wires.png
The bar under the picture is 20 µm long.
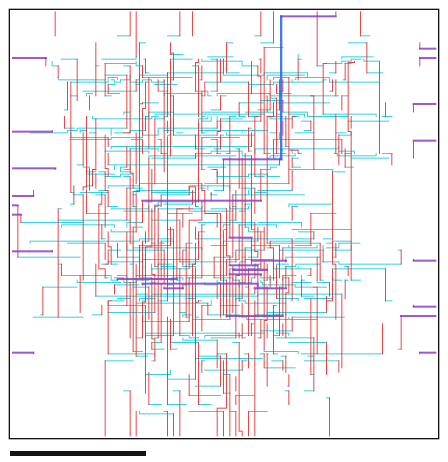
clk_routes.png
The bar under the picture is 20 µm long.
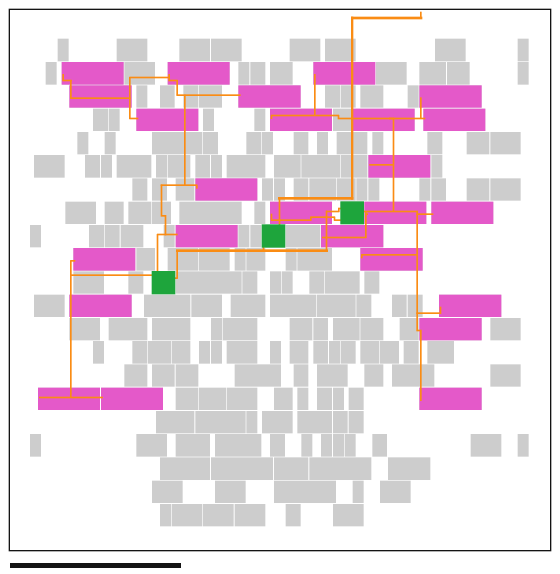
congestion.png
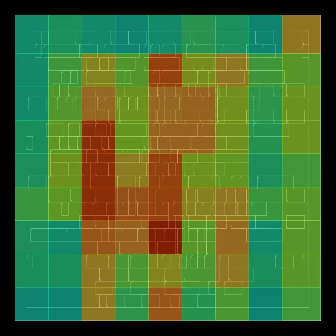
===== config.mk =====
export PLATFORM = sky130hd
export DESIGN_NAME = bist_response_analyzer
export DESIGN_NICKNAME = d
export VERILOG_FILES = /design/src/rtl/bist_response_analyzer_pkg.sv /design/src/rtl/bist_response_analyzer_misr.sv /design/src/rtl/bist_response_analyzer.sv
export SDC_FILE = /design/constraint.sdc
export NUM_CORES = 1
export LEC_CHECK = 0
export CAP_MARGIN = 5
export CORE_MARGIN = 2
export CORE_UTILIZATION = 43
export DETAILED_ROUTE_END_ITERATION = 10
export GPL_ROUTABILITY_DRIVEN = 0
export PLACE_DENSITY = 0.81
export SYNTH_ARGS = -nofsm -noshare
export SYNTH_HDL_FRONTEND = slang
export SYNTH_SLANG_ARGS = --single-unit

===== constraint.sdc =====
create_clock -name clk -period 3.5 [get_ports clk]
set_clock_uncertainty 0.1 [all_clocks]
set_input_delay 0.7 -clock clk [delete_from_list [all_inputs] [get_ports clk]]
set_output_delay 0.7 -clock clk [all_outputs]
set_load 0.005 [all_outputs]

===== src/rtl/bist_response_analyzer_pkg.sv =====
// bist_pkg: shared types and helpers for the 6:3 counter BIST response path.
// FSM state enum, default MISR constants, and the popcount6 golden model.
package bist_pkg;

   typedef enum logic [1:0] {
      ST_IDLE = 2'd0,
      ST_RUN  = 2'd1,
      ST_DONE = 2'd2
   } bist_state_e;

   localparam logic [7:0] BIST_MISR_POLY = 8'h1D;
   localparam logic [7:0] BIST_MISR_SEED = 8'h00;

   function automatic logic [2:0] popcount6(input logic [5:0] v);
      logic [2:0] c;
      c = '0;
      for (int i = 0; i < 6; i++) begin
         c = c + {2'b00, v[i]};
      end
      return c;
   endfunction

endpackage


===== src/rtl/bist_response_analyzer_misr.sv =====
// bist_misr: multiple-input signature register, shift-left with XOR feedback.
// Load reseeds at run start; enable folds one input word per cycle.
module bist_misr #(
   parameter int           W    = 8,
   parameter logic [W-1:0] POLY = W'(8'h1D),
   parameter logic [W-1:0] SEED = '0
) (
   input  logic         clk,
   input  logic         reset,
   input  logic         i_load,
   input  logic         i_en,
   input  logic [W-1:0] i_data,
   output logic [W-1:0] o_sig
);

   logic [W-1:0] r_sig;
   logic [W-1:0] w_next;

   // next signature: shift, conditional polynomial feedback, fold input
   always_comb begin
      w_next = {r_sig[W-2:0], 1'b0}
             ^ (r_sig[W-1] ? POLY : '0)
             ^ i_data;
   end

   // signature register; reseed on reset or load
   always_ff @(posedge clk) begin
      if (!reset) begin
         r_sig <= SEED;
      end else if (i_load) begin
         r_sig <= SEED;
      end else if (i_en) begin
         r_sig <= w_next;
      end
   end

   assign o_sig = r_sig;

endmodule


===== src/rtl/bist_response_analyzer.sv =====
// bist_response_analyzer: checks 6:3 counter results against popcount.
// Optional MISR compaction enabled by defining BIST_RESP_MISR_EN.
module bist_response_analyzer
   import bist_pkg::*;
#(
   parameter int                NUM_PATTERNS = 64,
   parameter int                ERR_CNT_W    = 8,
   parameter int                MISR_W       = 8,
   parameter logic [MISR_W-1:0] MISR_POLY    = MISR_W'(BIST_MISR_POLY),
   parameter logic [MISR_W-1:0] MISR_SEED    = MISR_W'(BIST_MISR_SEED),
   localparam int               CNT_W        = $clog2(NUM_PATTERNS)
) (
   input  logic                 clk,
   input  logic                 reset,
   input  logic                 start,
   input  logic                 abort,
   input  logic                 pat_valid,
   input  logic [5:0]           pat,
   input  logic [2:0]           cut_o,
   output logic                 busy,
   output logic                 done,
   output logic                 pass,
   output logic [ERR_CNT_W-1:0] err_cnt,
   output logic [CNT_W-1:0]     first_fail_idx,
   output logic                 fail_seen,
   output logic [MISR_W-1:0]    signature
);

   bist_state_e          r_state;
   logic [CNT_W-1:0]     r_pat_cnt;
   logic [CNT_W-1:0]     r_ffi;
   logic [ERR_CNT_W-1:0] r_err;
   logic                 r_fs;
   logic                 r_busy;
   logic                 r_done;
   logic                 r_pass;

   logic [2:0]           w_golden;
   logic                 w_mismatch;
   logic                 w_accept;
   logic                 w_last;
   logic [ERR_CNT_W-1:0] w_err_nxt;

   // golden compare and saturating error increment
   always_comb begin
      w_golden   = popcount6(pat);
      w_mismatch = (cut_o != w_golden);
      w_accept   = (r_state == ST_RUN) && pat_valid && !abort;
      w_last     = (r_pat_cnt == CNT_W'(NUM_PATTERNS - 1));
      w_err_nxt  = r_err;
      if (w_mismatch && !(&r_err)) begin
         w_err_nxt = r_err + 1'b1;
      end
   end

   // run control FSM with registered status outputs
   always_ff @(posedge clk) begin
      if (!reset) begin
         r_state   <= ST_IDLE;
         r_pat_cnt <= '0;
         r_err     <= '0;
         r_ffi     <= '0;
         r_fs      <= 1'b0;
         r_busy    <= 1'b0;
         r_done    <= 1'b0;
         r_pass    <= 1'b0;
      end else begin
         case (r_state)
            ST_IDLE, ST_DONE: begin
               if (start) begin
                  r_state   <= ST_RUN;
                  r_pat_cnt <= '0;
                  r_err     <= '0;
                  r_ffi     <= '0;
                  r_fs      <= 1'b0;
                  r_busy    <= 1'b1;
                  r_done    <= 1'b0;
                  r_pass    <= 1'b0;
               end
            end
            ST_RUN: begin
               if (abort) begin
                  r_state <= ST_IDLE;
                  r_busy  <= 1'b0;
                  r_done  <= 1'b0;
                  r_pass  <= 1'b0;
               end else if (w_accept) begin
                  r_err     <= w_err_nxt;
                  r_pat_cnt <= r_pat_cnt + 1'b1;
                  if (w_mismatch && !r_fs) begin
                     r_ffi <= r_pat_cnt;
                     r_fs  <= 1'b1;
                  end
                  if (w_last) begin
                     r_state <= ST_DONE;
                     r_busy  <= 1'b0;
                     r_done  <= 1'b1;
                     r_pass  <= (w_err_nxt == '0);
                  end
               end
            end
            default: begin
               r_state <= ST_IDLE;
               r_busy  <= 1'b0;
               r_done  <= 1'b0;
               r_pass  <= 1'b0;
            end
         endcase
      end
   end

   assign busy           = r_busy;
   assign done           = r_done;
   assign pass           = r_pass;
   assign err_cnt        = r_err;
   assign first_fail_idx = r_ffi;
   assign fail_seen      = r_fs;

`ifdef BIST_RESP_MISR_EN
   logic w_load;
   assign w_load = start && (r_state != ST_RUN);

   bist_misr #(
      .W    (MISR_W),
      .POLY (MISR_POLY),
      .SEED (MISR_SEED)
   ) u_misr (
      .clk    (clk),
      .reset  (reset),
      .i_load (w_load),
      .i_en   (w_accept),
      .i_data ({{(MISR_W-3){1'b0}}, cut_o}),
      .o_sig  (signature)
   );
`else
   assign signature = '0;
`endif

endmodule


==> changes_impl.md <==
### Metrics

- Xor/xnor share: 0.0349
- Crit path arrival time: roughly 3.7 ns
- Status: finished with violations
- Crit. End Element: register
- Syn_area_per_cell: roughly 8 µm²
- Post-synth EDFFs: 0
- Chip height: 63.2 µm
- Synthesized cell area: between 0.0015 and 0.002 mm²
- Antenna violations before repair: 0
- Leakage power: 0.000664 µW
- Share of layout cells above drive strength 1: 0.189
- F_max: approximately 290 MHz
- Unrepaired setup endpoints after global routing: true
- Finish-stage setup viols: 1
- Asr flop ratio synth: 0
- Sequential power share: 0.510
- Largest net degree at the start of global routing: 17
- Required time of the critical path: around 3.6 ns
- Floorplan core density: 0.451
- M2 GR Usage: 0.318
- DP Cell Count: ~260
- Netlist cell types: roughly 50
- DRT Pass-1 Iters: 4
- Seq/Total Area, Yosys: 0.333
- # clock sinks: 25
- Vias in the first global route: roughly 1,300
- Met3 usage: 0.0268
- DRC viols: 0
- Final #Nets: ~240
- Yosys aoi share: 0.167
- I/O Pins: around 40
- Antenna Violating Nets Remaining: 0
- Max-cap check violation count: 0
- Yosys stat chip area: approximately 0.0015 mm²
- Drt first-iter violations: a little over 70
- Design Area, Final: about 0.002 mm²
- Clock power share: 0.222
- P_sw: 172 µW
- Vias per std cell: 5.41
- Top cell area share: 0.333
- Number of synthesized register bits: 25
- Hpwl dp: approximately 2.5 mm
- Yosys warnings: 0
- Period utilization: 1.00
- Crit path from: pat[1]
- Die width: between 60 and 70 µm
- Power per Cell Area: ~290 mW/mm²
- Slew @ Worst Pin: between 0.5 and 0.6 ns
- Hold Crit Start: busy
- Number of CTS-inserted buffers: 3
- Final Hold Fails: 0
- VDD IR max: roughly 0.2 mV
- Simple-gate portion of the synthesized area: 0.290
- Fillers: 298
- Clock transition at the register clock pins on the worst setup and hold paths after CTS: around 0.13 ns
- CP Class: primary input to register
- Sw Ratio: 0.302
- Longest Clk Path Bufs: 2
- Worst slew margin: 0.616
- Fin crit period: between 3 and 4 ns
- R2R Path Start: err_cnt[0]
- Post-route insts no fill: between 200 and 300
- Adder Share, Synth: 0.0648
- Overall Power: 570 µW
- OpenROAD warning count: 28
- Yosys top cell by area: dfxtp_1
- H-tree depth: 1
- Aggregate global routing overflow: 0
- Comb pwr share: 0.267
- Port Buf Inserts: 31
- First-pass GRT wire length: 6.05 mm
- # Cells Yosys: roughly 190
- Synth Flop Type: dfxtp_1
- Placed Area: ~0.0019 mm²
- Logic family by area: simple AND/OR/NAND/NOR gates
- Layout area overhead: 31.7%
- Die area: between 0.003 and 0.004 mm²
- Failing checks: negative setup slack
- Post-synth area hogs: dfxtp_1, a21oi_1, nand2_1, fa_1, buf_4
- Setup ws final: -0.00470 ns
- Worst hold path class: register to register
- Startpoint Class: primary input
- CTS tree: done
- Pins Over Slew Limit: 0
- Root Buffer: clkbuf_4
- # rows: 21
- CTS Hold Buffers Added: 0
- Clock Latency Late Sink: about 0.32 ns
- Core area: ~0.0033 mm²
- ANT cells: 0
- Int Power: around 400 µW
- Post-Syn Instances: about 190
- Post-synth mux share: 0.0200
- Hold Slack: 0.368 ns
- Crit-path max FO: 4
## Picture notes: wires.png
cyan -> metal 1  # wire length 1,600 µm
blue -> metal 4  # wire length 21.1 µm
red -> metal 2  # wire length 1,710 µm
purple -> metal 3  # wire length 153 µm
via count: 1,422
total global-route track usage: 0.186
DRT Wirelength: 3.48 mm
DR WL/cell: 13.2 µm

## Picture notes: clk_routes.png
magenta -> flip-flops  # count 25
green -> clock drivers  # count 3
orange -> clock wires  # length 271 µm
routed clock nets = 4

## Picture notes: congestion.png
met1 Resource Use GR: 0.248
GRT busiest layer: met2

-- worst paths after layout --
kind / to / slack, ns / cells past startpoint
min reg2reg: busy / 0.37 / 2
min: busy / 0.37 / 2
max reg2reg: pass / 1.30 / 6
max: pass / -0.005 / 12
-- registers in the layout, indices dropped and copies added, names as in the netlist --
signal          count
busy                1
first_fail_idx      6
r_pat_cnt           6
r_state             2
fail_seen           1
err_cnt             8
pass                1
-- metal layers --
| layer | up-vias | wire, µm | part of all wire |
|---|---|---|---|
| met2 | 42 | 1710 | 0.49 |
| li1 | 702 | - | - |
| met4 | 0 | 21 | 0.0060 |
| met3 | 2 | 152 | 0.044 |
| met1 | 676 | 1600 | 0.46 |
| met5 | - | 0 | 0 |
-- synth_stat cells, types with 3 or more instances --
cell type	number
and3_1	3
fa_1	3
xnor2_1	5
nand2_1	23
nor2_1	13
buf_2	3
inv_1	7
nor4_1	4
o21ai_0	7
dfxtp_1	25
ha_1	3
a21oi_1	19
nor3_1	4
mux2i_1	3
buf_4	8
nand3b_1	6
nand3_1	11
-- worst max-delay path, cell delays in order --
cell and delay (ns):
buf_6 0.09, fa_1 0.52, inv_1 0.05, fa_1 0.48
inv_1 0.05, ha_2 0.17, fa_1 0.50, xnor2_2 0.19
a311oi_2 0.30, mux2i_1 0.29, o21ai_1 0.13, o31ai_2 0.18
-- timing repair --
action,in CTS,in global routing
buffers inserted,1,0
pin swaps,10,14
cloned,1,0
resized,21,9
setup endpoints to repair,16,15
-- cell usage in the layout, fill, tap and decap left out, drive strengths merged, types with 2 or more instances in the layout --
master,Yosys,layout
clkdlybuf4s50,0,28
dfxtp,25,25
nand2,23,23
a21oi,19,19
nor2,14,14
nand3,11,11
conb,1,8
buf,13,8
inv,7,7
o21ai,7,7
nand3b,6,6
nor3,5,5
xnor2,5,5
and3,4,5
nor4,4,4
fa,3,3
clkbuf,3,3
mux2i,3,3
o31ai,3,3
ha,3,3
nand4,2,2
or3,2,2
o21a,2,2
clkinv,1,2
o221a,2,2
-- through the flow --
step	setup slack, ns	util	setup TNS, ns
final	-0.00470	0.594	-0.00470
after CTS	0.00378	0.584	0
after global placement	-0.687	0.562	-8.60
after floorplan	-0.165	-	-0.750
after global routing	-0.167	0.594	-0.602
after detailed placement	-0.678	0.562	-9.49
-- power groups by stage --
| stage | Clock, µW | Sequential, µW | Combinational [µW] |
|---|---|---|---|
| 2_1_floorplan | 0 | 297 | 95.9 |
| 3_3_place_gp | 0 | 297 | 126 |
| 3_5_place_dp | 0 | 297 | 129 |
| 4_1_cts | 131 | 291 | 146 |
| 5_1_grt | 146 | 292 | 167 |
| 6_report | 127 | 291 | 152 |
-- cell type report --
cell class / instances / area, µm² / share of cell area
clock buffer: 3 / 22.5 / 0.0114
clock inverter: 1 / 5.00 / 0.00253
inverter: 8 / 30.0 / 0.0152
multi-input combinational: 144 / 1010 / 0.512
sequential: 25 / 500 / 0.253
tap: 46 / 57.6 / 0.0290
timing repair buffer: 36 / 352 / 0.177
Power and IR drop assume default switching activity.
